**src/rtl/alu_acc_seq.sv**
```systemverilog
// -----------------------------------------------------------------------------
// alu_acc_seq
// Registered accumulator ALU. The accumulator A and the carry/zero flags live
// inside this block. One operation is accepted per valid/ready handshake. The
// block offers carry-chained add/subtract, logical ops, shifts and an optional
// multi-cycle shift-add multiply.
//
// Configuration macro: ALU_ACC_MUL_EN
//   defined   : opcode 11 runs a WIDTH-step shift-add multiply (state MUL_RUN)
//   undefined : opcode 11 is treated as reserved; ready is tied high
//
// Ports
//   clk    in   1      clock, rising edge
//   rst_n  in   1      asynchronous active-low reset
//   valid  in   1      operation request, accepted when valid && ready && !clr
//   op     in   4      opcode, sampled at accept
//   r      in   WIDTH  second operand, sampled at accept
//   clr    in   1      synchronous clear of A/flags, aborts a running multiply
//   ready  out  1      idle, able to accept an operation this cycle
//   done   out  1      one-cycle pulse: result visible on a/cy/z
//   err    out  1      one-cycle pulse with done for a reserved/disabled opcode
//   a      out  WIDTH  accumulator
//   cy     out  1      carry/borrow flag
//   z      out  1      zero flag of the last written A
// -----------------------------------------------------------------------------
module alu_acc_seq #(
    parameter int WIDTH = 8
) (
    input  logic             clk,
    input  logic             rst_n,
    input  logic             valid,
    input  logic [3:0]       op,
    input  logic [WIDTH-1:0] r,
    input  logic             clr,
    output logic             ready,
    output logic             done,
    output logic             err,
    output logic [WIDTH-1:0] a,
    output logic             cy,
    output logic             z
);

    logic [WIDTH-1:0] a_reg, a_next;
    logic             cy_reg, cy_next;
    logic             z_reg, z_next;
    logic             done_reg, done_next;
    logic             err_reg, err_next;

    logic [WIDTH-1:0] alu_a;
    logic             alu_cy;
    logic             alu_err;
    logic [WIDTH:0]   ext_res;
    logic             accept;

`ifdef ALU_ACC_MUL_EN
    localparam logic [0:0] IDLE    = 1'b0;
    localparam logic [0:0] MUL_RUN = 1'b1;
    localparam int CNT_W = $clog2(WIDTH);

    logic [0:0]         state_reg;
    logic [2*WIDTH-1:0] mcand_reg;
    logic [WIDTH-1:0]   mplier_reg;
    logic [2*WIDTH-1:0] prod_reg;
    logic [CNT_W-1:0]   cnt_reg;
    logic [2*WIDTH-1:0] prod_sum;
    logic               alu_mul;
    logic               mul_last;

    assign ready    = (state_reg == IDLE);
    assign prod_sum = prod_reg + (mplier_reg[0] ? mcand_reg : {(2*WIDTH){1'b0}});
    assign mul_last = (state_reg == MUL_RUN) && (cnt_reg == CNT_W'(WIDTH-1));
`else
    assign ready = 1'b1;
`endif

    // A request arriving together with clr is dropped, not queued.
    assign accept = valid && ready && !clr;

    // Single-cycle result of the current opcode against the current A/CY.
    always_comb begin
        alu_a   = a_reg;
        alu_cy  = cy_reg;
        alu_err = 1'b0;
        ext_res = {(WIDTH+1){1'b0}};
`ifdef ALU_ACC_MUL_EN
        alu_mul = 1'b0;
`endif
        case (op)
            4'd0: begin
                ext_res = {1'b0, a_reg} + {1'b0, r};
                {alu_cy, alu_a} = ext_res;
            end
            4'd1: begin
                // Bit WIDTH of the extended difference is the borrow.
                ext_res = {1'b0, a_reg} - {1'b0, r};
                {alu_cy, alu_a} = ext_res;
            end
            4'd2: begin alu_a = a_reg | r; alu_cy = 1'b0; end
            4'd3: begin alu_a = a_reg & r; alu_cy = 1'b0; end
            4'd4: begin alu_a = a_reg ^ r; alu_cy = 1'b0; end
            4'd5: begin alu_a = ~a_reg;    alu_cy = 1'b0; end
            4'd6: begin alu_a = r;         alu_cy = 1'b0; end
            4'd7: begin
                ext_res = {1'b0, a_reg} + {1'b0, r} + {{WIDTH{1'b0}}, cy_reg};
                {alu_cy, alu_a} = ext_res;
            end
            4'd8: begin
                ext_res = {1'b0, a_reg} - {1'b0, r} - {{WIDTH{1'b0}}, cy_reg};
                {alu_cy, alu_a} = ext_res;
            end
            4'd9: begin
                alu_cy = a_reg[WIDTH-1];
                alu_a  = {a_reg[WIDTH-2:0], 1'b0};
            end
            4'd10: begin
                alu_cy = a_reg[0];
                alu_a  = {1'b0, a_reg[WIDTH-1:1]};
            end
`ifdef ALU_ACC_MUL_EN
            4'd11: alu_mul = 1'b1;
`endif
            default: alu_err = 1'b1;
        endcase
    end

    // Accumulator/flag update; clr wins over everything except reset.
    always_comb begin
        a_next    = a_reg;
        cy_next   = cy_reg;
        z_next    = z_reg;
        done_next = 1'b0;
        err_next  = 1'b0;
        if (clr) begin
            a_next  = {WIDTH{1'b0}};
            cy_next = 1'b0;
            z_next  = 1'b1;
`ifdef ALU_ACC_MUL_EN
        end else if (mul_last) begin
            a_next    = prod_sum[WIDTH-1:0];
            cy_next   = |prod_sum[2*WIDTH-1:WIDTH];
            z_next    = (prod_sum[WIDTH-1:0] == {WIDTH{1'b0}});
            done_next = 1'b1;
        end else if (accept && !alu_mul) begin
`else
        end else if (accept) begin
`endif
            a_next    = alu_a;
            cy_next   = alu_cy;
            z_next    = (alu_a == {WIDTH{1'b0}});
            done_next = 1'b1;
            err_next  = alu_err;
        end
    end

    always_ff @(posedge clk or negedge rst_n) begin
        if (!rst_n) begin
            a_reg    <= {WIDTH{1'b0}};
            cy_reg   <= 1'b0;
            z_reg    <= 1'b1;
            done_reg <= 1'b0;
            err_reg  <= 1'b0;
        end else begin
            a_reg    <= a_next;
            cy_reg   <= cy_next;
            z_reg    <= z_next;
            done_reg <= done_next;
            err_reg  <= err_next;
        end
    end

`ifdef ALU_ACC_MUL_EN
    // Shift-add multiplier: multiplicand shifts left, multiplier shifts right,
    // one partial product added per cycle for WIDTH cycles.
    always_ff @(posedge clk or negedge rst_n) begin
        if (!rst_n) begin
            state_reg  <= IDLE;
            mcand_reg  <= {(2*WIDTH){1'b0}};
            mplier_reg <= {WIDTH{1'b0}};
            prod_reg   <= {(2*WIDTH){1'b0}};
            cnt_reg    <= {CNT_W{1'b0}};
        end else if (clr) begin
            state_reg <= IDLE;
            cnt_reg   <= {CNT_W{1'b0}};
        end else begin
            case (state_reg)
                IDLE: begin
                    if (accept && alu_mul) begin
                        state_reg  <= MUL_RUN;
                        mcand_reg  <= {{WIDTH{1'b0}}, r};
                        mplier_reg <= a_reg;
                        prod_reg   <= {(2*WIDTH){1'b0}};
                        cnt_reg    <= {CNT_W{1'b0}};
                    end
                end
                default: begin
                    prod_reg   <= prod_sum;
                    mcand_reg  <= {mcand_reg[2*WIDTH-2:0], 1'b0};
                    mplier_reg <= {1'b0, mplier_reg[WIDTH-1:1]};
                    cnt_reg    <= cnt_reg + CNT_W'(1);
                    if (mul_last) state_reg <= IDLE;
                end
            endcase
        end
    end
`endif

    assign a    = a_reg;
    assign cy   = cy_reg;
    assign z    = z_reg;
    assign done = done_reg;
    assign err  = err_reg;

endmodule

```
**config.mk**
```make
export PLATFORM = sky130hd
export DESIGN_NAME = alu_acc_seq
export DESIGN_NICKNAME = d
export VERILOG_FILES = /design/src/rtl/alu_acc_seq.sv
export SDC_FILE = /design/constraint.sdc
export NUM_CORES = 1
export LEC_CHECK = 0
export CORE_MARGIN = 2
export CORE_UTILIZATION = 64
export CTS_BUF_LIST = sky130_fd_sc_hd__clkbuf_16
export DETAILED_ROUTE_END_ITERATION = 8
export PLACE_DENSITY = 0.95
export SYNTH_ARGS = -nofsm -noshare
export SYNTH_HDL_FRONTEND = slang
export SYNTH_SLANG_ARGS = --single-unit
```
**constraint.sdc**
```tcl
create_clock -name clk -period 7.6 [get_ports clk]
set_input_delay 1.9 -clock clk [delete_from_list [all_inputs] [get_ports clk]]
set_output_delay 1.9 -clock clk [all_outputs]
set_load 0.05 [all_outputs]
```
Fig. 1: run 1, met3 routing
Scale bar: 20 um.
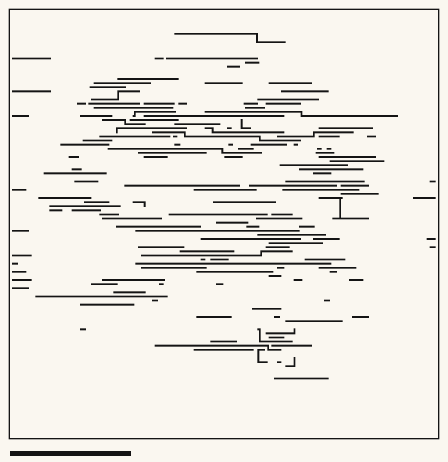
share of all routed wire: 11%
nets with wire on the layer: 107
main direction: horizontal

Fig. 2: run 1, placement view
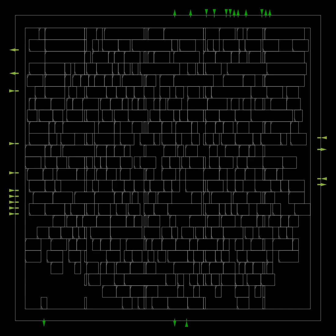
site row count: 24
layout filler cell count: 361
Placeable Area: 4320 um2
Seq area share: 9.50%
Layout Utilization: 73.4%

Fig. 3: run 1, placed cells, one color a class
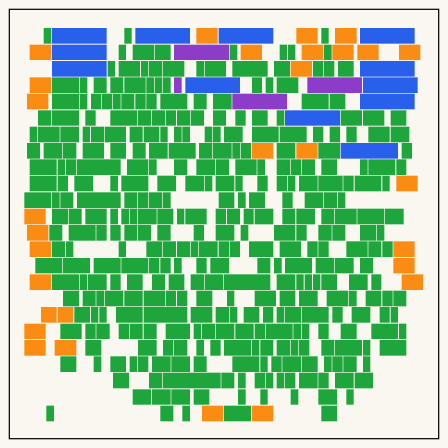
[purple] clock drivers and dummy loads | cells: 4
[blue] sequential cells | cells: 12
[orange] remaining buffers and delay cells | cells: 29
[green] combinational and other logic | cells: 348

Fig. 4: run 1, M2 wires
Scale bar: 20 um.
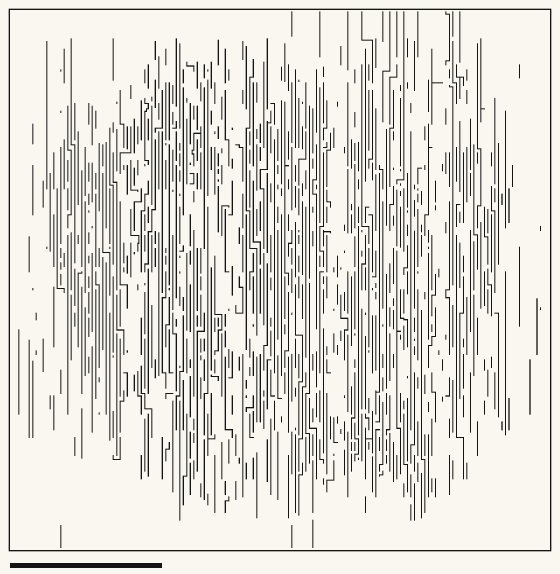
share of all routed wire: 46%
longest straight run: 39.1 um
nets with wire on the layer: 379
wire length on this layer: 4170 um

==> reports/metrics.csv, run 1 <==
stage;metric;value;unit
run_status;status;complete, no violations;
clock_network;cts_root_buf;clkbuf_16;
synthesis;synthSimpleGateAreaFrac;28.4;%
synthesis;yosys.area_share.xor_xnor;3.05;%
drt;drt_iter0_drc;506;
worst_setup_path;start_kind;input pin;
grt;grt_usage;35.8;%
synthesis;avgSynthCellArea;7.47;um2
pwr;power.density;142;nW/um2
synthesis;synthCells;384;
drt;drc;0;
placed_design;io_buffers;27;
clock_network;cts_made_buffers;3;
drt;firstDrtPassIters;6;
final_timing;setup_ws;2.03;ns
floorplan;die_w;70.9;um
synthesis;synth-seq-cells;12;
clock_network;cts_tree;done;
clock_network;clk_pin_slew_worst_paths;0.05;ns
synthesis;common_cells;34 x nor2_1, 31 x inv_1, 28 x ha_1, 20 x a21oi_1, 19 x o21ai_0;
pwr;leakage;1.30;nW
floorplan;die-area;5030;um2
final_timing;finalHoldViolCount;0;
clock_network;postCtsSetupBuffers;0;
final_timing;rsz0062_at_grt;false;
grt;grt_pass1_wl;14.6;mm
synthesis;syn_area;2870;um2
worst_setup_path;slowest_delay;1.08;ns
drt;wire_per_inst;20.6;um
worst_setup_path;cp_slowest_cell;clkdlybuf4s50_1;
floorplan;die_height;70.9;um
final_timing;fin_crit_sh;73.2;%
clock_network;ctsResizeCount;0;
drt;wirelength;9.15;mm
synthesis;synth-edff-count;0;
drt;vias_per_cell;7.33;
synthesis;synth.distinct_cells;78;
run;tool_warnings;42;
grt;antenna_found_initial;0;
final_timing;slew_headroom;8.16;%
clock_network;clk_path_buf_depth;2;
final_timing;fmax;180;MHz
clock_network;cts.htree.levels;1;
cells_and_area;largest_reg_flops;8;
worst_hold_path;holdCritPathClass;flop to flop;
final_timing;finalSetupViolCount;0;
synthesis;synth_warnings;0;
synthesis;synthTopLogicFamily;AND-OR/OR-AND gates;
run;cap_viol_max_count;0;
worst_setup_path;arrival;5.74;ns
synthesis;area_leaders;ha_1 12%, dfrtp_1 9.6%, nor2_1 4.5%;
synthesis;adder_share;13.6;%
placed_design;hpwl;6.70;mm
cells_and_area;diodes;0;
synthesis;synth_top_cell_by_count;nor2_1;
synthesis;mux_area_share;2.44;%
placed_design;dp_slack;2.05;ns
final_timing;setup_tns;0;ns
final_timing;clock_skew;0.00434;ns
grt;gr-total-overflow;0;
floorplan;io_pins;29;
final_timing;layout_min_cycle_time;5.57;ns
cells_and_area;drive_gt1_share;6.62;%
clock_network;insertion_delay;0.24;ns
cells_and_area;final_nets;440;
synthesis;yosys.area.top_type;ha_1;
final_timing;worstMarginPinSlew;1.36;ns
synthesis;top_area_share;12.2;%
synthesis;ys_cells;384;
worst_setup_path;path_buffers;1;
grt;grt_pass1_vias;2933;
worst_setup_path;worstPathRequired;7.77;ns
synthesis;ys_seq_share;10.5;%
cells_and_area;syn_to_final_growth;10.7;%
worst_setup_path;cp-end-kind;flop;
clock_network;cts_hold_buffers;0;
synthesis;fp_nets;430;
worst_setup_path;cp_top_family;AND-OR/OR-AND gates;
## run 1: layout make-up
class	instances	area [um2]
Timing Repair Buffer	29	285
Tap cell	52	65.1
Multi-Input combinational cell	316	2320
Clock inverter	1	3.75
Sequential cell	12	302
Fill cell	361	1150
Clock buffer	3	75.1
Inverter	32	120
## run 1: stage by stage
stage	utilization [%]	instances	instance area (um2)	hold slack (ns)
floorplan	-	384	2870	0.782
global placement	71.6	441	3100	0.586
detailed placement	71.6	441	3100	0.626
CTS	73.4	445	3170	0.626
global route	73.4	445	3170	0.662
finish	73.4	445	3170	0.642
## run 1: placed cells by master, fill, tap and decap left out, types with 3 or more instances in the layout
master / n
xnor2_1: 4
nor3_1: 14
mux2i_1: 7
o32ai_1: 3
a221oi_1: 4
a211o_1: 3
nor4bb_1: 3
and2_1: 7
dfrtp_1: 11
and3_1: 3
o211ai_1: 3
nor4_1: 3
nand2b_1: 15
o21ba_2: 3
nor3b_1: 6
nor2_1: 34
clkbuf_16: 3
nor2b_1: 9
a22oi_1: 4
a31oi_1: 12
a211oi_1: 5
xor2_1: 6
ha_1: 28
o21ai_0: 19
o221ai_1: 6
o32a_1: 3
nand2_1: 18
nand3_1: 6
inv_1: 31
o22ai_1: 7
clkdlybuf4s50_1: 27
o21a_1: 4
o31ai_1: 3
a21oi_1: 20
## run 1: kinds of logic after synthesis
| kind of cell | Yosys count |
|---|---|
| AND/OR/NAND/NOR | 140 |
| other | 1 |
| AND-OR/OR-AND | 128 |
| multiplexers | 7 |
| buffers and inverters | 56 |
| adder cells (fa/ha/maj) | 30 |
| flip-flops | 12 |
| XOR/XNOR | 10 |
## run 1: worst paths after layout
path / slack (ns) / startpoint / end / cells after the start
setup / recovery: 2.03 / op[1] / z / 7
hold / removal: 0.64 / cy / cy / 2
setup reg to reg: 3.95 / a[2] / z / 10
hold reg to reg: 0.64 / cy / cy / 2
max in group asynchronous: 5.20 / rst_n / a[1] / 1
min in group asynchronous: 2.02 / rst_n / done / 1
## run 1: metal layers
metal | track usage (%) | up-vias | part of all wire (%)
li1 | - | 1456 | -
met1 | 49.6 | 1506 | 40
met2 | 56.5 | 258 | 46
met3 | 6.70 | 44 | 11
met4 | 11.5 | 0 | 3.5
met5 | 0 | - | 0
## run 1: power by group
part / internal (W) / leakage (nW) / switching (W)
clock network: 0.0000694 / 0.0385 / 0.0000289
registers: 0.0000700 / 0.157 / 0.0000116
logic: 0.000102 / 1.10 / 0.000169
total: 0.000242 / 1.30 / 0.000209
## run 1: worst reg2reg max path, cell delays in order (launching register included)
cell and delay [ns]:
dfrtp_1 0.51, inv_1 0.12, ha_1 0.51, nor3_1 0.40
nor3_1 0.14, o311ai_1 0.79, nor3b_1 0.31, o32a_1 0.20
o21ai_0 0.14, o31a_1 0.36, nor3_2 0.11
==> inputs of run 2 (changes only) <==
--- a/config.mk
+++ b/config.mk
@@ -6,10 +6,10 @@
 export NUM_CORES = 1
 export LEC_CHECK = 0
 export CORE_MARGIN = 2
-export CORE_UTILIZATION = 64
+export CORE_UTILIZATION = 59
 export CTS_BUF_LIST = sky130_fd_sc_hd__clkbuf_16
 export DETAILED_ROUTE_END_ITERATION = 8
-export PLACE_DENSITY = 0.95
+export PLACE_DENSITY = 0.92
 export SYNTH_ARGS = -nofsm -noshare
 export SYNTH_HDL_FRONTEND = slang
 export SYNTH_SLANG_ARGS = --single-unit
==> constraint.sdc (replaced) <==
create_clock -name clk -period 5.26 [get_ports clk]
set_input_delay 1.315 -clock clk [delete_from_list [all_inputs] [get_ports clk]]
set_output_delay 1.315 -clock clk [all_outputs]
set_load 0.05 [all_outputs]
Fig. 5: run 2, placement view
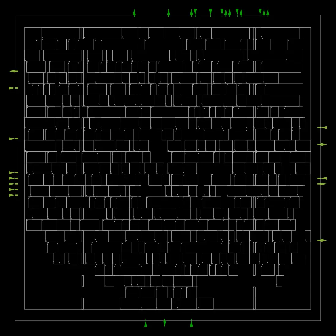
tap cells: 54
site row count: 25

==> reports/metrics.csv, run 2 <==
stage;metric;value;unit;change
placed_design;dp_slack;0.459;ns;-1.59 ns
worst_setup_path;worstPathRequired;5.43;ns;-2.34 ns
worst_setup_path;cp-end-kind;flop;;
grt;grt_pass1_vias;2960;;+0.92%
worst_setup_path;cp_slowest_cell;clkdlybuf4s50_1;;
clock_network;clk_pin_slew_worst_paths;0.04;ns;about the same
run;cap_viol_max_count;0;;unchanged
cells_and_area;most-common-layout-cells;34 x nor2_1, 31 x inv_1, 28 x ha_1;;
worst_setup_path;slowest_delay;0.50;ns;-0.58 ns
clock_network;postCtsSetupBuffers;0;;unchanged
grt;gr-total-overflow;0;;unchanged
cells_and_area;diodes;0;;unchanged
floorplan;die_w;73.7;um;+3.9%
cells_and_area;post-route-util;68.8;%;-4.6 points
floorplan;die-area;5430;um2;+8.0%
clock_network;cts.htree.levels;1;;unchanged
placed_design;place_area;3150;um2;+1.8%
clock_network;cts_hold_buffers;0;;unchanged
synthesis;synth-seq-cells;12;;unchanged
worst_setup_path;arrival;4.77;ns;-0.97 ns
clock_network;cts_tree;done;;
drt;wire_per_inst;19.9;um;-3.1%
synthesis;fp_nets;430;;unchanged
pwr;power.density;203;nW/um2;+43%
synthesis;synth_top_cell_by_count;nor2_1;;
run_status;status;complete, no violations;;
drt;drt_iter0_drc;281;;-44%
synthesis;yosys.area.top_type;ha_1;;
cells_and_area;mostFrequentLayoutCell;nor2_1;;
clock_network;cts_made_buffers;3;;unchanged
synthesis;syn_area;2870;um2;unchanged
final_timing;setup_tns;0;ns;unchanged
synthesis;common_cells;34 x nor2_1, 31 x inv_1, 28 x ha_1, 20 x a21oi_1, 19 x o21ai_0;;
worst_hold_path;holdCritPathClass;flop to flop;;
clock_network;insertion_delay;0.24;ns;about the same
final_timing;finalHoldViolCount;0;;unchanged
clock_network;ctsResizeCount;0;;unchanged
cells_and_area;final_cell_area;3230;um2;+1.7%
drt;drc;0;;unchanged
floorplan;coreArea;4690;um2;+8.5%
[run 2: cell counts after synthesis]
Identical to the previous run, type by type.
[run 2: cell families (layout without fill, tap and decap cells)]
| group | Yosys count | count (layout) | share of synthesized area, % |
|---|---|---|---|
| buffers and inverters | 56 | 72 | 8.46 |
| and+or+nand+nor | 140 | 140 | 28.4 |
| DFF | 12 | 12 | 10.5 |
| other | 1 | 1 | 0.131 |
| muxes | 7 | 7 | 2.44 |
| xor gates and xnor gates | 10 | 10 | 3.05 |
| AOI/OAI and AO/OA | 128 | 128 | 33.4 |
| adders and majority gates | 30 | 30 | 13.6 |
[run 2: metrics by stage]
step           instances  hold WS [ns]
2_1_floorplan        384         0.782
3_3_place_gp         450         0.588
3_5_place_dp         450         0.589
4_1_cts              454         0.600
5_1_grt              454         0.651
6_report             454         0.599
[run 2: layout make-up]
| class | instances | area (um2) |
|---|---|---|
| flip-flops and latches | 12 | 302 |
| fillers | 400 | 1460 |
| multi-input cells | 316 | 2320 |
| clock buffers | 3 | 75.1 |
| inverters | 32 | 120 |
| clock inverters | 1 | 3.75 |
| well taps | 54 | 67.6 |
| repair buffers | 36 | 338 |
[run 2: routing by layer]
layer	track usage (%)	up-vias	wire length, um
met5	0	-	0
met4	15.4	0	426
met3	7.68	49	786
met2	53.8	169	4000
met1	45.2	1513	3830
li1	-	1473	-
[run 2: path summary, 6_finish.rpt]
path	cells after the start	from	endpoint
worst max register to register	10	a[2]	z
min in group asynchronous	1	rst_n	a[6]
max in group asynchronous	1	rst_n	z
worst min-delay path	2	cy	cy
worst max-delay path	11	r[2]	z
worst min register to register	2	cy	cy
[run 2: where the power goes]
part	internal [W]	switching (W)
registers	0.000101	0.0000169
logic	0.000153	0.000243
clock network	0.000100	0.0000400
total	0.000354	0.000300
[run 2: worst min-delay path: stages, from the launching register on]
cell and delay (ns):
dfrtp_1 0.40, nand3_1 0.11, o41ai_2 0.06
No activity file was given, so power comes from the tool's default toggle rates.
